==> images/flops_by_reg.png <==
Scale: 4 px per µm.
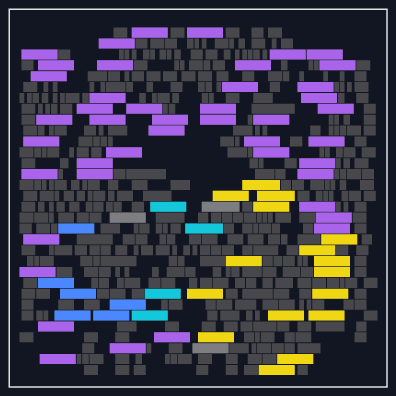
==> images/layer_met2.png <==
Scale: 3 px per µm.
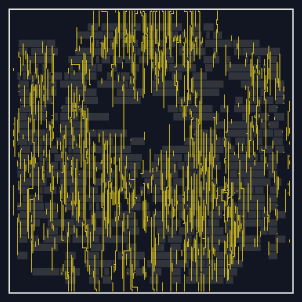
==> images/detail.png <==
Window x 27 to 67, y 46 to 86 µm. Cells in grey, sequential cells in the stronger grey; small squares are vias.
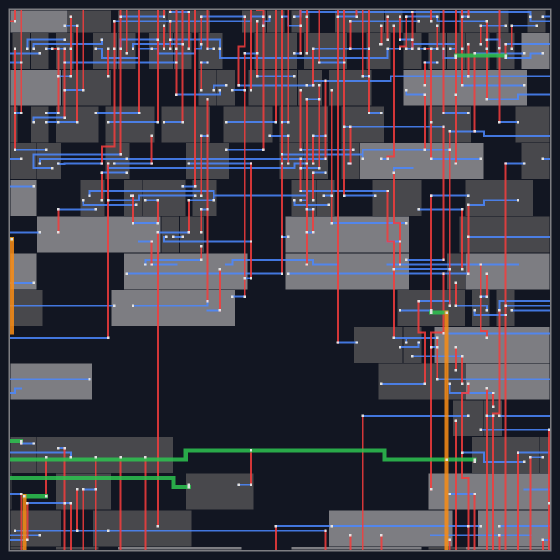
==> images/congestion.png <==
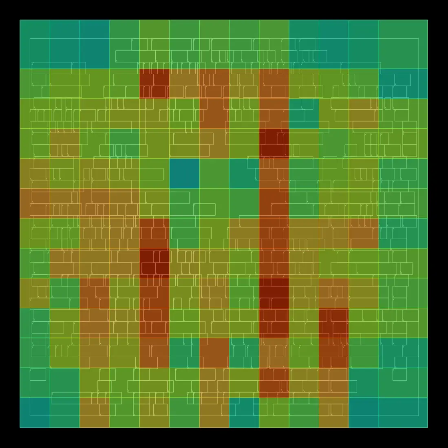
==> images/logic_types.png <==
Scale: 4 px per µm.
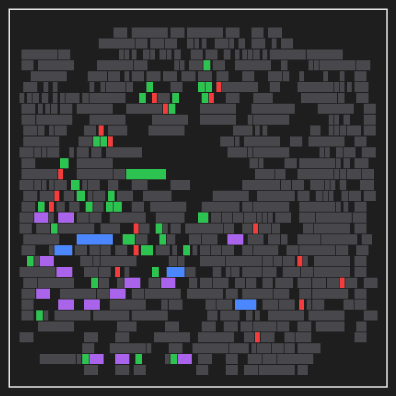
--- config.mk ---
export PLATFORM = sky130hd
export DESIGN_NAME = axi4_stream_len_prepend_flat
export DESIGN_NICKNAME = d
export VERILOG_FILES = /design/src/rtl/axi4_stream_pkg.sv /design/src/rtl/axi4_stream_if.sv /design/src/rtl/axi4_stream_pipe_reg.sv /design/src/rtl/axi4_stream_len_prepend.sv /design/src/flat_wrapper.sv
export SDC_FILE = /design/constraint.sdc
export NUM_CORES = 1
export LEC_CHECK = 0
export CORE_MARGIN = 2
export CORE_UTILIZATION = 41
export CTS_CLUSTER_DIAMETER = 40
export DETAILED_ROUTE_END_ITERATION = 10
export PLACE_DENSITY = 0.87
export SLEW_MARGIN = 10
export SYNTH_ARGS = -nofsm -noshare
export SYNTH_HDL_FRONTEND = slang
export SYNTH_SLANG_ARGS = --single-unit
export TNS_END_PERCENT = 10
--- constraint.sdc ---
create_clock -name clk_i -period 1.3 [get_ports clk_i]
set_input_delay 0.13 -clock clk_i [delete_from_list [all_inputs] [get_ports clk_i]]
set_output_delay 0.13 -clock clk_i [all_outputs]
set_load 0.01 [all_outputs]
--- src/rtl/axi4_stream_pkg.sv ---
// Shared AXI4-Stream types, FSM states and helpers for the packet datapath blocks.
// Exports: axi4_stream_word_t (canonical beat layout), len_prepend_state_t, tkeep_bytes().
// Modules that need other bus widths pass their own word type through a type parameter.
package axi4_stream_pkg;

  localparam int AXIS_DEF_DATA_W = 32;
  localparam int AXIS_DEF_USER_W = 1;
  localparam int AXIS_DEF_DEST_W = 1;
  localparam int AXIS_DEF_ID_W   = 1;

  // Widest tkeep the byte-count helper accepts (1024-bit tdata).
  localparam int KEEP_MAX_W = 128;

  typedef struct packed {
    logic [AXIS_DEF_DATA_W-1:0]   tdata;
    logic [AXIS_DEF_DATA_W/8-1:0] tstrb;
    logic [AXIS_DEF_DATA_W/8-1:0] tkeep;
    logic                         tlast;
    logic [AXIS_DEF_USER_W-1:0]   tuser;
    logic [AXIS_DEF_DEST_W-1:0]   tdest;
    logic [AXIS_DEF_ID_W-1:0]     tid;
  } axi4_stream_word_t;

  typedef enum logic [0:0] {
    S_HDR     = 1'b0,
    S_PAYLOAD = 1'b1
  } len_prepend_state_t;

  // Bytes carried by a beat: index of the highest set tkeep bit plus one.
  // Holes below the top byte are counted as present; tkeep == 0 gives 0.
  function automatic logic [7:0] tkeep_bytes(input logic [KEEP_MAX_W-1:0] keep);
    logic [7:0] n;
    n = '0;
    for (int i = 0; i < KEEP_MAX_W; i++) begin
      if (keep[i]) n = 8'(i + 1);
    end
    return n;
  endfunction

endpackage

--- src/rtl/axi4_stream_if.sv ---
// AXI4-Stream bundle with master/slave modports.
// Signals: tvalid/tready handshake, tdata, tstrb, tkeep, tlast, tuser, tdest, tid.
// Widths are set per instance; both ends of a link must use the same parameters.
interface axi4_stream_if #(
  parameter int TDATA_WIDTH = 32,
  parameter int TUSER_WIDTH = 1,
  parameter int TDEST_WIDTH = 1,
  parameter int TID_WIDTH   = 1
);
  logic                     tvalid;
  logic                     tready;
  logic [TDATA_WIDTH-1:0]   tdata;
  logic [TDATA_WIDTH/8-1:0] tstrb;
  logic [TDATA_WIDTH/8-1:0] tkeep;
  logic                     tlast;
  logic [TUSER_WIDTH-1:0]   tuser;
  logic [TDEST_WIDTH-1:0]   tdest;
  logic [TID_WIDTH-1:0]     tid;

  modport master (
    output tvalid, tdata, tstrb, tkeep, tlast, tuser, tdest, tid,
    input  tready
  );

  modport slave (
    input  tvalid, tdata, tstrb, tkeep, tlast, tuser, tdest, tid,
    output tready
  );
endinterface

--- src/rtl/axi4_stream_pipe_reg.sv ---
// Single-stage valid/ready register holding one beat of type word_t.
// Latency 1 cycle; accepts a new beat every cycle when the downstream drains it.
// Backpressure: in_rdy = !out_vld || out_rdy; contents held stable while stalled.
// Ports: clk_i/rst_n_i, in_vld/in_rdy/in_dat (upstream), out_vld/out_rdy/out_dat (downstream).
module axi4_stream_pipe_reg
  import axi4_stream_pkg::*;
#(
  parameter type word_t = axi4_stream_word_t
) (
  input  logic  clk_i,
  input  logic  rst_n_i,
  input  logic  in_vld,
  output logic  in_rdy,
  input  word_t in_dat,
  output logic  out_vld,
  input  logic  out_rdy,
  output word_t out_dat
);

  logic  vld_q, vld_d;
  word_t dat_q, dat_d;

  assign in_rdy = !vld_q || out_rdy;

  always_comb begin
    vld_d = vld_q;
    dat_d = dat_q;
    if (in_rdy) begin
      vld_d = in_vld;
      if (in_vld) dat_d = in_dat;
    end
  end

  always_ff @(posedge clk_i or negedge rst_n_i) begin
    if (!rst_n_i) begin
      vld_q <= 1'b0;
      dat_q <= '0;
    end else begin
      vld_q <= vld_d;
      dat_q <= dat_d;
    end
  end

  assign out_vld = vld_q;
  assign out_dat = dat_q;

endmodule

--- src/rtl/axi4_stream_len_prepend.sv ---
// Prepends a byte-length header beat to each stored packet and checks the length.
// Latency 1 cycle (header visible the cycle after pkt_i.tvalid); N+1 cycles per N-beat packet.
// Backpressure: pkt_o.tready low stalls the output register and, through it, pkt_i.tready.
// Ports: clk_i, rst_n_i, pkt_size_i (length of head packet), pkt_i (slave), pkt_o (master),
//        len_err_o (1-cycle pulse on length mismatch), pkts_sent_o (wrapping packet count).
module axi4_stream_len_prepend
  import axi4_stream_pkg::*;
#(
  parameter int TDATA_WIDTH    = 32,
  parameter int TUSER_WIDTH    = 1,
  parameter int TDEST_WIDTH    = 1,
  parameter int TID_WIDTH      = 1,
  parameter int PKT_SIZE_WIDTH = 5,
  parameter int HDR_TUSER      = 1
) (
  input  logic                    clk_i,
  input  logic                    rst_n_i,
  input  logic [PKT_SIZE_WIDTH:0] pkt_size_i,
  axi4_stream_if.slave            pkt_i,
  axi4_stream_if.master           pkt_o,
  output logic                    len_err_o,
  output logic [15:0]             pkts_sent_o
);

  localparam int KEEP_W = TDATA_WIDTH / 8;
  localparam int SZ_W   = PKT_SIZE_WIDTH + 1;
  localparam logic [SZ_W-1:0] BEAT_BYTES = SZ_W'(KEEP_W);

  typedef struct packed {
    logic [TDATA_WIDTH-1:0] tdata;
    logic [KEEP_W-1:0]      tstrb;
    logic [KEEP_W-1:0]      tkeep;
    logic                   tlast;
    logic [TUSER_WIDTH-1:0] tuser;
    logic [TDEST_WIDTH-1:0] tdest;
    logic [TID_WIDTH-1:0]   tid;
  } word_t;

  len_prepend_state_t state_q, state_d;
  logic [SZ_W-1:0]    size_q, size_d;
  logic [SZ_W-1:0]    cnt_q, cnt_d;
  logic               len_err_q, len_err_d;
  logic [15:0]        pkts_sent_q, pkts_sent_d;

  logic               slot_free;
  logic               pipe_in_vld;
  word_t              pipe_in_dat;
  logic               pipe_out_vld;
  word_t              pipe_out_dat;
  logic               in_tready;
  word_t              head_dat;
  word_t              hdr_dat;
  logic [SZ_W-1:0]    last_bytes;
  logic [SZ_W-1:0]    total;

  always_comb begin
    head_dat.tdata = pkt_i.tdata;
    head_dat.tstrb = pkt_i.tstrb;
    head_dat.tkeep = pkt_i.tkeep;
    head_dat.tlast = pkt_i.tlast;
    head_dat.tuser = pkt_i.tuser;
    head_dat.tdest = pkt_i.tdest;
    head_dat.tid   = pkt_i.tid;

    // Header routing follows the packet it describes.
    hdr_dat.tdata  = TDATA_WIDTH'(pkt_size_i);
    hdr_dat.tstrb  = '1;
    hdr_dat.tkeep  = '1;
    hdr_dat.tlast  = 1'b0;
    hdr_dat.tuser  = TUSER_WIDTH'(HDR_TUSER);
    hdr_dat.tdest  = pkt_i.tdest;
    hdr_dat.tid    = pkt_i.tid;
  end

  // Count and compare at the size-word width; overflow wraps on purpose.
  assign last_bytes = SZ_W'(tkeep_bytes(KEEP_MAX_W'(pkt_i.tkeep)));
  assign total      = cnt_q + last_bytes;

  always_comb begin
    state_d     = state_q;
    size_d      = size_q;
    cnt_d       = cnt_q;
    len_err_d   = 1'b0;
    pkts_sent_d = pkts_sent_q;
    pipe_in_vld = 1'b0;
    pipe_in_dat = head_dat;
    in_tready   = 1'b0;

    case (state_q)
      S_HDR: begin
        // The head beat is only peeked at here; it is consumed in S_PAYLOAD.
        pipe_in_vld = pkt_i.tvalid;
        pipe_in_dat = hdr_dat;
        if (pkt_i.tvalid && slot_free) begin
          size_d  = pkt_size_i;
          cnt_d   = '0;
          state_d = S_PAYLOAD;
        end
      end
      S_PAYLOAD: begin
        in_tready   = slot_free;
        pipe_in_vld = pkt_i.tvalid;
        if (pkt_i.tvalid && slot_free) begin
          if (pkt_i.tlast) begin
            len_err_d   = (total != size_q);
            pkts_sent_d = pkts_sent_q + 16'd1;
            state_d     = S_HDR;
          end else begin
            cnt_d = cnt_q + BEAT_BYTES;
          end
        end
      end
      default: state_d = S_HDR;
    endcase
  end

  always_ff @(posedge clk_i or negedge rst_n_i) begin
    if (!rst_n_i) begin
      state_q     <= S_HDR;
      size_q      <= '0;
      cnt_q       <= '0;
      len_err_q   <= 1'b0;
      pkts_sent_q <= '0;
    end else begin
      state_q     <= state_d;
      size_q      <= size_d;
      cnt_q       <= cnt_d;
      len_err_q   <= len_err_d;
      pkts_sent_q <= pkts_sent_d;
    end
  end

  axi4_stream_pipe_reg #(
    .word_t (word_t)
  ) u_out_reg (
    .clk_i   (clk_i),
    .rst_n_i (rst_n_i),
    .in_vld  (pipe_in_vld),
    .in_rdy  (slot_free),
    .in_dat  (pipe_in_dat),
    .out_vld (pipe_out_vld),
    .out_rdy (pkt_o.tready),
    .out_dat (pipe_out_dat)
  );

  assign pkt_i.tready = in_tready;

  assign pkt_o.tvalid = pipe_out_vld;
  assign pkt_o.tdata  = pipe_out_dat.tdata;
  assign pkt_o.tstrb  = pipe_out_dat.tstrb;
  assign pkt_o.tkeep  = pipe_out_dat.tkeep;
  assign pkt_o.tlast  = pipe_out_dat.tlast;
  assign pkt_o.tuser  = pipe_out_dat.tuser;
  assign pkt_o.tdest  = pipe_out_dat.tdest;
  assign pkt_o.tid    = pipe_out_dat.tid;

  assign len_err_o   = len_err_q;
  assign pkts_sent_o = pkts_sent_q;

endmodule
--- src/flat_wrapper.sv ---
// flat-port wrapper written by rule: the top's interface ports become plain ports
module axi4_stream_len_prepend_flat import axi4_stream_pkg::*;
#(
  parameter int TDATA_WIDTH    = 32,
  parameter int TUSER_WIDTH    = 1,
  parameter int TDEST_WIDTH    = 1,
  parameter int TID_WIDTH      = 1,
  parameter int PKT_SIZE_WIDTH = 5,
  parameter int HDR_TUSER      = 1
)
  (clk_i, rst_n_i, pkt_size_i, len_err_o, pkts_sent_o, pkt_i_tvalid, pkt_i_tdata, pkt_i_tstrb, pkt_i_tkeep, pkt_i_tlast, pkt_i_tuser, pkt_i_tdest, pkt_i_tid, pkt_i_tready, pkt_o_tvalid, pkt_o_tdata, pkt_o_tstrb, pkt_o_tkeep, pkt_o_tlast, pkt_o_tuser, pkt_o_tdest, pkt_o_tid, pkt_o_tready);
  axi4_stream_if #(.TDATA_WIDTH(TDATA_WIDTH), .TUSER_WIDTH(TUSER_WIDTH), .TDEST_WIDTH(TDEST_WIDTH), .TID_WIDTH(TID_WIDTH)) pkt_i_i ();
  axi4_stream_if #(.TDATA_WIDTH(TDATA_WIDTH), .TUSER_WIDTH(TUSER_WIDTH), .TDEST_WIDTH(TDEST_WIDTH), .TID_WIDTH(TID_WIDTH)) pkt_o_i ();
  input  logic clk_i;
  input  logic rst_n_i;
  input  logic [PKT_SIZE_WIDTH:0] pkt_size_i;
  output logic len_err_o;
  output logic [15:0] pkts_sent_o;
  input wire logic [$bits(pkt_i_i.tvalid)-1:0] pkt_i_tvalid;
  input wire logic [$bits(pkt_i_i.tdata)-1:0] pkt_i_tdata;
  input wire logic [$bits(pkt_i_i.tstrb)-1:0] pkt_i_tstrb;
  input wire logic [$bits(pkt_i_i.tkeep)-1:0] pkt_i_tkeep;
  input wire logic [$bits(pkt_i_i.tlast)-1:0] pkt_i_tlast;
  input wire logic [$bits(pkt_i_i.tuser)-1:0] pkt_i_tuser;
  input wire logic [$bits(pkt_i_i.tdest)-1:0] pkt_i_tdest;
  input wire logic [$bits(pkt_i_i.tid)-1:0] pkt_i_tid;
  output wire logic [$bits(pkt_i_i.tready)-1:0] pkt_i_tready;
  output wire logic [$bits(pkt_o_i.tvalid)-1:0] pkt_o_tvalid;
  output wire logic [$bits(pkt_o_i.tdata)-1:0] pkt_o_tdata;
  output wire logic [$bits(pkt_o_i.tstrb)-1:0] pkt_o_tstrb;
  output wire logic [$bits(pkt_o_i.tkeep)-1:0] pkt_o_tkeep;
  output wire logic [$bits(pkt_o_i.tlast)-1:0] pkt_o_tlast;
  output wire logic [$bits(pkt_o_i.tuser)-1:0] pkt_o_tuser;
  output wire logic [$bits(pkt_o_i.tdest)-1:0] pkt_o_tdest;
  output wire logic [$bits(pkt_o_i.tid)-1:0] pkt_o_tid;
  input wire logic [$bits(pkt_o_i.tready)-1:0] pkt_o_tready;
  assign pkt_i_i.tvalid = pkt_i_tvalid;
  assign pkt_i_i.tdata = pkt_i_tdata;
  assign pkt_i_i.tstrb = pkt_i_tstrb;
  assign pkt_i_i.tkeep = pkt_i_tkeep;
  assign pkt_i_i.tlast = pkt_i_tlast;
  assign pkt_i_i.tuser = pkt_i_tuser;
  assign pkt_i_i.tdest = pkt_i_tdest;
  assign pkt_i_i.tid = pkt_i_tid;
  assign pkt_i_tready = pkt_i_i.tready;
  assign pkt_o_tvalid = pkt_o_i.tvalid;
  assign pkt_o_tdata = pkt_o_i.tdata;
  assign pkt_o_tstrb = pkt_o_i.tstrb;
  assign pkt_o_tkeep = pkt_o_i.tkeep;
  assign pkt_o_tlast = pkt_o_i.tlast;
  assign pkt_o_tuser = pkt_o_i.tuser;
  assign pkt_o_tdest = pkt_o_i.tdest;
  assign pkt_o_tid = pkt_o_i.tid;
  assign pkt_o_i.tready = pkt_o_tready;
  axi4_stream_len_prepend #(.TDATA_WIDTH(TDATA_WIDTH), .TUSER_WIDTH(TUSER_WIDTH), .TDEST_WIDTH(TDEST_WIDTH), .TID_WIDTH(TID_WIDTH), .PKT_SIZE_WIDTH(PKT_SIZE_WIDTH), .HDR_TUSER(HDR_TUSER)) u_core (.clk_i(clk_i), .rst_n_i(rst_n_i), .pkt_size_i(pkt_size_i), .pkt_i(pkt_i_i), .pkt_o(pkt_o_i), .len_err_o(len_err_o), .pkts_sent_o(pkts_sent_o));
endmodule
==> results.txt <==
flow finished, numbers: status finished with violations, failing checks setup timing, Port Buf Inserts around 120, post-synthesis async set-or-reset flop share 100%, root buf cell clkbuf_8, Yosys Chip Area ~0.0033 mm², CTS sink cnt 73, Core Region between 0.007 and 0.008 mm², first-pass GRT wire length approximately 14,000 µm, overall die height 94.1 µm, Comb group ~2.4 mW, worst reg-to-reg path cell count 5, Crit. End Element register, wl on met1 3630 µm, initial antenna violation count 0, Log Warnings 29, period utilization 108%, count of non-CTS inverters in the layout 17, # hold bufs at CTS 1, Taps Inserted about 100, ys cells about 330, Detail Route Antenna Nets 0, R2R Setup Slk -0.11 ns, final hold vios 0, worst reg2reg path startpoint u_core.cnt_q[2], Power Dens Cells around 1400 mW/mm², largest cell class by area registers, pin count of the biggest net entering global routing 36, Post-Syn Area per Cell 10.1 µm², final setup fails 5, CP Max Fanout 5, Floorplan Nets about 390, Registers, synthesis approximately 73, Worst EP arrival approximately 1.7 ns, HPWL Detailed approximately 6000 µm, ClkCell Share 4.15%, reg2reg end u_core.len_err_o, clock share of power between 20% and 30%, Rows 32, Yosys Warn Count 0, Setup WS post-layout -0.107 ns, Seq area share between 30% and 40%, placed cell areas ~0.005 mm², Synth cell types 39, crit path time final between 1 and 1.5 ns, grt total ovfl 0, fin. max-slew vios 0, Startpoint Class register, clk_skew roughly 0.011 ns, DR vias/cell roughly 4.9, vias in the first global route approximately 3,000, flop count ~73, RSZ-0062 raised after global routing true, Post-Syn Area around 0.0033 mm², area delta synth->final 56.0%
Back to the opening pictures, flops_by_reg.png:
Key: cyan = `u_core.cnt_q` [sequential cells 4]; blue = `u_core.size_q` [sequential cells 6, where south-west]; purple = `u_core.u_out_reg.out_dat` [sequential cells 44]; yellow = `u_core.pkts_sent_o` [sequential cells 16]
Another 3 sequential cells are not coloured.

Back to the opening pictures, layer_met2.png:
The layer holds 50% of the routed length. The wires run mostly vertical. The longest straight run is 32.6 µm.

Back to the opening pictures, detail.png:
Key: red = metal 2; green = metal 3; orange = metal 4; blue = metal 1
91 logic cells have their middle in the window. Most frequent: nand2_1 (22), clkdlybuf4s50_1 (12), dfrtp_1 (12). Sequential cells in the window: 14. Netlist names of flops here include `u_core.u_out_reg.out_dat` (11), `u_core.pkts_sent_o` (3).

Back to the opening pictures, congestion.png:
routed length per placed instance: 14.5 µm
Top Usage Layer GRT: met2
Layout Utilization: 66.5%
GRT met3 Usage: 5.06%

Back to the opening pictures, logic_types.png:
Key: purple = mux cells [cells 14, most used mux2i_1]; red = inv cells [cells 17, most used inv_1]; green = aoi and oai cells [cells 33, most used o21ai_0]; blue = fa/ha/maj cells [cells 4, most used ha_1]

-- worst max-delay path, cell delays in order, from the launching register on --
cell and delay [ns]:
dfrtp_1 0.43, ha_4 0.20, nor4bb_4 0.16, a2111oi_4 0.31, a21oi_2 0.06, a31oi_1 0.18
-- registers in the layout (all words and copies together) (netlist names) --
name,flops
u_core.state_q,1
u_core.u_out_reg.out_vld,1
u_core.cnt_q,4
u_core.pkts_sent_o,16
u_core.u_out_reg.out_dat,44
u_core.size_q,6
u_core.len_err_o,1
-- kinds of logic (layout without fill, tap and decap cells) --
kind of cell | Yosys count | count (layout) | share of synthesized area, %
simple gates | 143 | 143 | 22.2
flops | 73 | 73 | 54.9
compound gates | 36 | 36 | 6.17
buf+inv | 36 | 194 | 4.85
xor+xnor | 22 | 22 | 5.79
mux | 14 | 14 | 4.48
fa+ha+maj | 4 | 4 | 1.50
other cells | 1 | 1 | 0.113
-- cell usage after synthesis, types with 6 or more instances --
cell type	n	area share (%)
a21oi_1	6	0.90
nor2_1	7	0.79
nand3_1	34	5.1
nor3_2	7	2.1
o21ai_0	20	3.0
dfrtp_1	73	55
buf_2	6	0.90
mux2_2	6	2.0
xor2_1	11	2.9
xnor2_1	11	2.9
clkbuf_1	8	0.90
mux2i_1	7	2.1
nand2_1	74	8.4
inv_1	17	1.9
-- worst min-delay path by stage --
stage / from / end / cells past startpoint
floorplan: rst_n_i / u_core.cnt_q[2] / 0
global placement: rst_n_i / u_core.pkts_sent_o[11] / 1
detailed placement: rst_n_i / u_core.pkts_sent_o[11] / 1
CTS: rst_n_i / u_core.pkts_sent_o[11] / 2
global route: rst_n_i / u_core.pkts_sent_o[11] / 2
finish: rst_n_i / u_core.pkts_sent_o[11] / 2
Power figures rest on the tool's default switching activity, not on a simulated workload.
